Fig. 1: routed clock nets over the placement
Bar = 50 um.
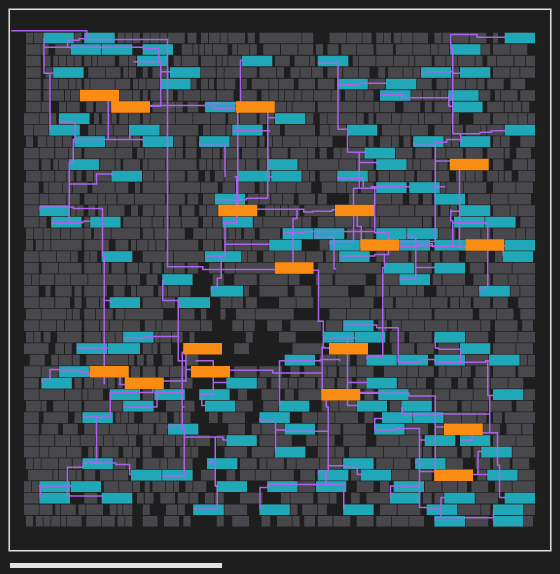
Fig. 2: sequential cells grouped by signal name
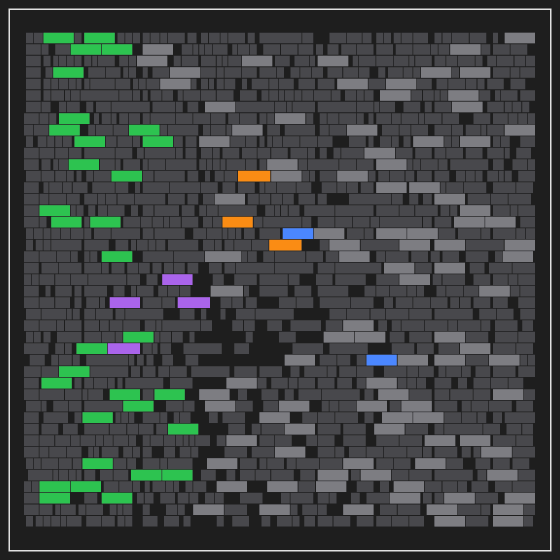
Fig. 3: cell sizes after repair
Bar = 50 um.
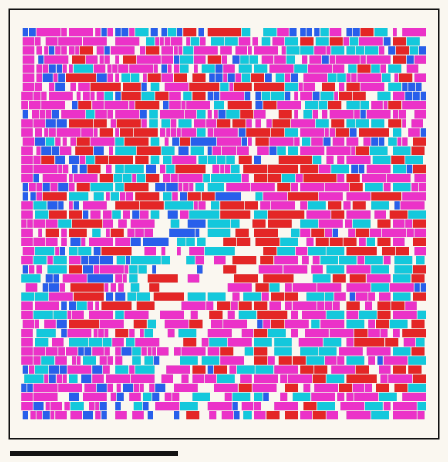
Fig. 4: the clock network
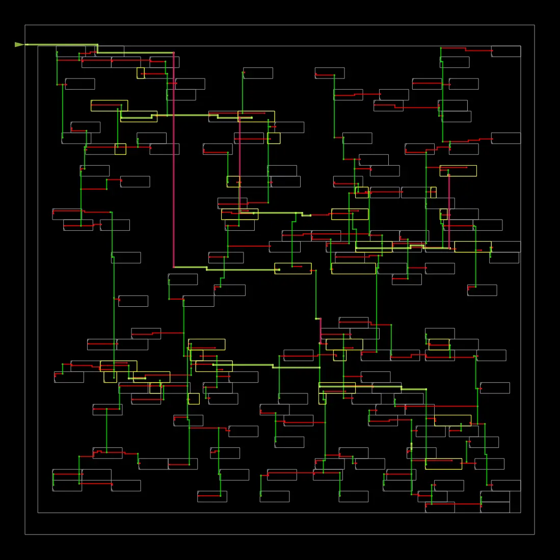
**src/rtl/mem_arbiter.sv**
```systemverilog
// mem_arbiter: shares one single-ported memory between an instruction-fetch
// port and a load/store data port. At most one transaction is outstanding.
//
// Handshake: a requester raises *_req with stable operands and holds them until
// the matching *_gnt is seen high in a cycle. The grant is combinational.
// Grants only issue in IDLE. Reads complete LATENCY cycles after the grant with
// a one-cycle if_rvalid/d_done pulse. Stores complete one cycle after the
// grant. The next grant can issue the cycle after any completion.
//
// Ports:
//   clk, rst             clock, synchronous active-high reset
//   if_req/if_addr       fetch request; if_gnt, if_rvalid, if_rdata back
//   d_req/d_we/d_addr/   data request (load/store, width in funct3[1:0] form)
//   d_wdata/d_width      d_gnt, d_done, d_rdata back
//   mem_*                memory strobe, write enable, address, data, width
//   mem_rdata            memory read data, valid LATENCY cycles after mem_en
//   busy                 high whenever a transaction is outstanding
//   dbg_state_o          current FSM state encoding
module mem_arbiter #(
    parameter int unsigned LATENCY      = 1,
    parameter int unsigned MAX_D_STREAK = 4
) (
    input  logic        clk,
    input  logic        rst,
    input  logic        if_req,
    input  logic [31:0] if_addr,
    output logic        if_gnt,
    output logic        if_rvalid,
    output logic [31:0] if_rdata,
    input  logic        d_req,
    input  logic        d_we,
    input  logic [31:0] d_addr,
    input  logic [31:0] d_wdata,
    input  logic [1:0]  d_width,
    output logic        d_gnt,
    output logic        d_done,
    output logic [31:0] d_rdata,
    output logic        mem_en,
    output logic        mem_we,
    output logic [31:0] mem_addr,
    output logic [31:0] mem_wdata,
    output logic [1:0]  mem_width,
    input  logic [31:0] mem_rdata,
    output logic        busy,
    output logic [1:0]  dbg_state_o
);

    typedef enum logic [1:0] {
        IDLE      = 2'd0,
        BUSY_IF   = 2'd1,
        BUSY_D_RD = 2'd2,
        BUSY_D_WR = 2'd3
    } state_t;

    localparam logic [2:0] LAT_INIT   = 3'(LATENCY);
    localparam logic [3:0] STREAK_MAX = 4'(MAX_D_STREAK);

    state_t      state_q, state_d;
    logic [2:0]  lat_q, lat_d;
    logic [3:0]  streak_q, streak_d;
    logic [31:0] if_rdata_q, d_rdata_q;
    logic [31:0] mem_addr_q, mem_wdata_q;
    logic [1:0]  mem_width_q;

    logic fetch_turn;
    logic if_gnt_raw, d_gnt_raw, if_cpl_raw, d_rd_cpl_raw, d_wr_cpl_raw;
    logic d_rd_cpl;

    // Fetch wins when data is idle, or when data has starved a waiting fetch
    // for MAX_D_STREAK grants in a row.
    assign fetch_turn = if_req && (!d_req || (streak_q == STREAK_MAX));

    // Next state and raw (pre-reset-gating) grant/completion decisions.
    always_comb begin
        state_d      = state_q;
        lat_d        = lat_q;
        streak_d     = streak_q;
        if_gnt_raw   = 1'b0;
        d_gnt_raw    = 1'b0;
        if_cpl_raw   = 1'b0;
        d_rd_cpl_raw = 1'b0;
        d_wr_cpl_raw = 1'b0;
        unique case (state_q)
            IDLE: begin
                if (fetch_turn) begin
                    if_gnt_raw = 1'b1;
                    lat_d      = LAT_INIT;
                    streak_d   = 4'd0;
                    state_d    = BUSY_IF;
                end else if (d_req) begin
                    d_gnt_raw = 1'b1;
                    // Streak only tracks data grants that made a fetch wait.
                    if (!if_req) begin
                        streak_d = 4'd0;
                    end else if (streak_q < STREAK_MAX) begin
                        streak_d = streak_q + 4'd1;
                    end
                    if (d_we) begin
                        state_d = BUSY_D_WR;
                    end else begin
                        lat_d   = LAT_INIT;
                        state_d = BUSY_D_RD;
                    end
                end
            end
            BUSY_IF: begin
                lat_d = lat_q - 3'd1;
                if (lat_q == 3'd1) begin
                    if_cpl_raw = 1'b1;
                    state_d    = IDLE;
                end
            end
            BUSY_D_RD: begin
                lat_d = lat_q - 3'd1;
                if (lat_q == 3'd1) begin
                    d_rd_cpl_raw = 1'b1;
                    state_d      = IDLE;
                end
            end
            BUSY_D_WR: begin
                d_wr_cpl_raw = 1'b1;
                state_d      = IDLE;
            end
            default: state_d = IDLE;
        endcase
    end

    // Output datapath. Everything visible is gated by rst so that reset
    // silences grants and pulses even in the cycle it is first applied.
    always_comb begin
        if_gnt    = if_gnt_raw && !rst;
        d_gnt     = d_gnt_raw && !rst;
        if_rvalid = if_cpl_raw && !rst;
        d_rd_cpl  = d_rd_cpl_raw && !rst;
        d_done    = (d_rd_cpl_raw || d_wr_cpl_raw) && !rst;
        busy      = (state_q != IDLE) && !rst;

        mem_en    = if_gnt || d_gnt;
        mem_we    = d_gnt && d_we;
        mem_addr  = mem_addr_q;
        mem_wdata = mem_wdata_q;
        mem_width = mem_width_q;
        if (if_gnt) begin
            mem_addr  = if_addr;
            mem_width = 2'b10;
        end else if (d_gnt) begin
            mem_addr  = d_addr;
            mem_wdata = d_wdata;
            mem_width = d_width;
        end

        // Read data is forwarded in the completion cycle, then held.
        if_rdata = if_rvalid ? mem_rdata : if_rdata_q;
        d_rdata  = d_rd_cpl ? mem_rdata : d_rdata_q;
    end

    always_ff @(posedge clk) begin
        if (rst) begin
            state_q     <= IDLE;
            lat_q       <= 3'd0;
            streak_q    <= 4'd0;
            if_rdata_q  <= 32'd0;
            d_rdata_q   <= 32'd0;
            mem_addr_q  <= 32'd0;
            mem_wdata_q <= 32'd0;
            mem_width_q <= 2'd0;
        end else begin
            state_q     <= state_d;
            lat_q       <= lat_d;
            streak_q    <= streak_d;
            if_rdata_q  <= if_rdata;
            d_rdata_q   <= d_rdata;
            mem_addr_q  <= mem_addr;
            mem_wdata_q <= mem_wdata;
            mem_width_q <= mem_width;
        end
    end

    assign dbg_state_o = state_q;

endmodule

```
**config.mk**
```make
export PLATFORM = sky130hd
export DESIGN_NAME = mem_arbiter
export DESIGN_NICKNAME = d
export VERILOG_FILES = /design/src/rtl/mem_arbiter.sv
export SDC_FILE = /design/constraint.sdc
export NUM_CORES = 1
export LEC_CHECK = 0
export CORE_MARGIN = 3
export CORE_UTILIZATION = 42
export DETAILED_ROUTE_END_ITERATION = 16
export PLACE_DENSITY_LB_ADDON = 0.25
export SLEW_MARGIN = 20
export SYNTH_ARGS = -nofsm -noshare
export SYNTH_HDL_FRONTEND = slang
export SYNTH_SLANG_ARGS = --single-unit
```
**constraint.sdc**
```tcl
create_clock -name clk -period 2.3 [get_ports clk]
set_input_delay 0.46 -clock clk [delete_from_list [all_inputs] [get_ports clk]]
set_output_delay 0.46 -clock clk [all_outputs]
set_load 0.005 [all_outputs]
```
==> Changelog: implementation <==
## Implementation

- Number of input and output port buffers inserted: approximately 270
- Overall die height: between 100 and 150 um
- Routed wire per std cell: ~22 um
- Antenna fix cells: 0
- Clock input transition at the sequential cells of the worst setup and hold paths: around 0.06 ns
- Cell taking the most area after synthesis: sky130_fd_sc_hd__dfxtp_1
- Clock network latency to the later pin of the worst-skew pair: approximately 0.43 ns
- Number of placed instances with taps included: ~1200
- Max Root-Sink Buffers: 2
- Status: finished, violations left
- Slowest Stage Delay on Critical Path: 0.34 ns
- Maximum number of pins on one net before global-route repair: 71
- Worst slack, placed: -0.548 ns
- Violated checks: negative setup slack
- Die area: roughly 0.016 mm2
- Final Max Slew Viols: 0
- 1st-pass router iterations: 8
- Hold Path Origin: mem_addr_q[27]
- Met2 layer usage reported by global route: 0.537
- Layout Area Growth over Synthesis: 102%
- Mean area per synthesized cell: 8.74 um2
- MaxCap Viol Count: 0
- Share of layout cells above drive strength 1: 0.525
- Total I/O pin count: 274
- Total Routing Usage GR: 0.293
- Endpoint with the worst hold slack: mem_addr_q[27]
- Maximum vdd ir drop: around 0.8 mV
- Static leakage: ~0.0057 uW
- Vias per cell: between 5 and 6
- Launching point of the worst reg2reg path: streak_q[0]
- Die Wd: ~130 um
- Min setup slack post-route: -0.324 ns
- Core utilization of the finished layout: 0.888
- Cell class contributing the biggest share of worst-path delay: buffers and inverters
- Accumulated negative setup slack: -26.39 ns
- Root cell of the clock tree: sky130_fd_sc_hd__clkbuf_16
- Core Box Area: approximately 0.014 mm2
- Total setup buffers inserted after CTS: roughly 100
- Setup Viol. Count Final: 131
About Fig. 1:
purple -> clock wires  # length 1880 um
cyan -> flip-flops  # count 139
orange -> clock-net drivers  # count 17
routed clock nets = 18

About Fig. 2:
blue -> mem_width_q  # flops 2
purple -> streak_q  # flops 4, where west
orange -> lat_q  # flops 3
green -> mem_addr_q  # flops 32, where a vertical strip on the left
not coloured = 98

About Fig. 3:
red -> x6 and larger  # cells 199
cyan -> x3 and x4  # cells 250
magenta -> x1 and smaller  # cells 560
blue -> x2  # cells 169

About Fig. 4:
worst-case clock skew: 0.0126 ns
flip-flops: 139
number of sinks driven by the clock tree: 139

## where the power goes
part,switching [uW],internal (uW)
registers,219,2750
logic,2330,2890
clock network,1130,1520
## cell usage in the layout, fill, tap and decap left out, types with 22 or more instances in the layout
cell and instances:
sky130_fd_sc_hd__and2_1 67, sky130_fd_sc_hd__clkbuf_16 22, sky130_fd_sc_hd__buf_6 137, sky130_fd_sc_hd__o21ai_0 35, sky130_fd_sc_hd__o21ai_1 22, sky130_fd_sc_hd__nand2_1 75, sky130_fd_sc_hd__buf_12 22, sky130_fd_sc_hd__buf_2 59
sky130_fd_sc_hd__dfxtp_1 133, sky130_fd_sc_hd__nand2_2 49, sky130_fd_sc_hd__clkdlybuf4s50_1 133, sky130_fd_sc_hd__mux2_4 64, sky130_fd_sc_hd__nand2_4 39, sky130_fd_sc_hd__a21oi_1 36, sky130_fd_sc_hd__buf_4 100
## layout make-up
type                       instances  area [um2]
clock buffer                      19         443
clock inverter                    13         120
fill                             619        1580
inverter                          10        55.1
multi-input combinational        513        4110
sequential                       139        2790
tap                              180         225
timing repair buffer             484        4830
## flip-flops by register name (all words and copies together) (netlist names)
| name | cells |
|---|---|
| mem_addr_q | 32 |
| d_rdata_q | 32 |
| dbg_state_o | 2 |
| mem_width_q | 2 |
| streak_q | 4 |
| if_rdata_q | 32 |
| lat_q | 3 |
| mem_wdata_q | 32 |
## logic make-up (layout without fill, tap and decap cells)
group                      Yosys count  in the layout  synth area share
buffers and inverters               59            526            0.0475
and+or+nand+nor                    290            290             0.230
adders and majority gates            8              8            0.0161
muxes                               66             66             0.130
DFF                                139            139             0.448
AOI/OAI and AO/OA                  149            149             0.128
## layer usage
layer	vias up	wire, um
met5	-	0
met4	0	1480
met3	114	2120
met2	419	15400
met1	3585	10200
li1	3312	-
Power is estimated from default activity; no workload was simulated.
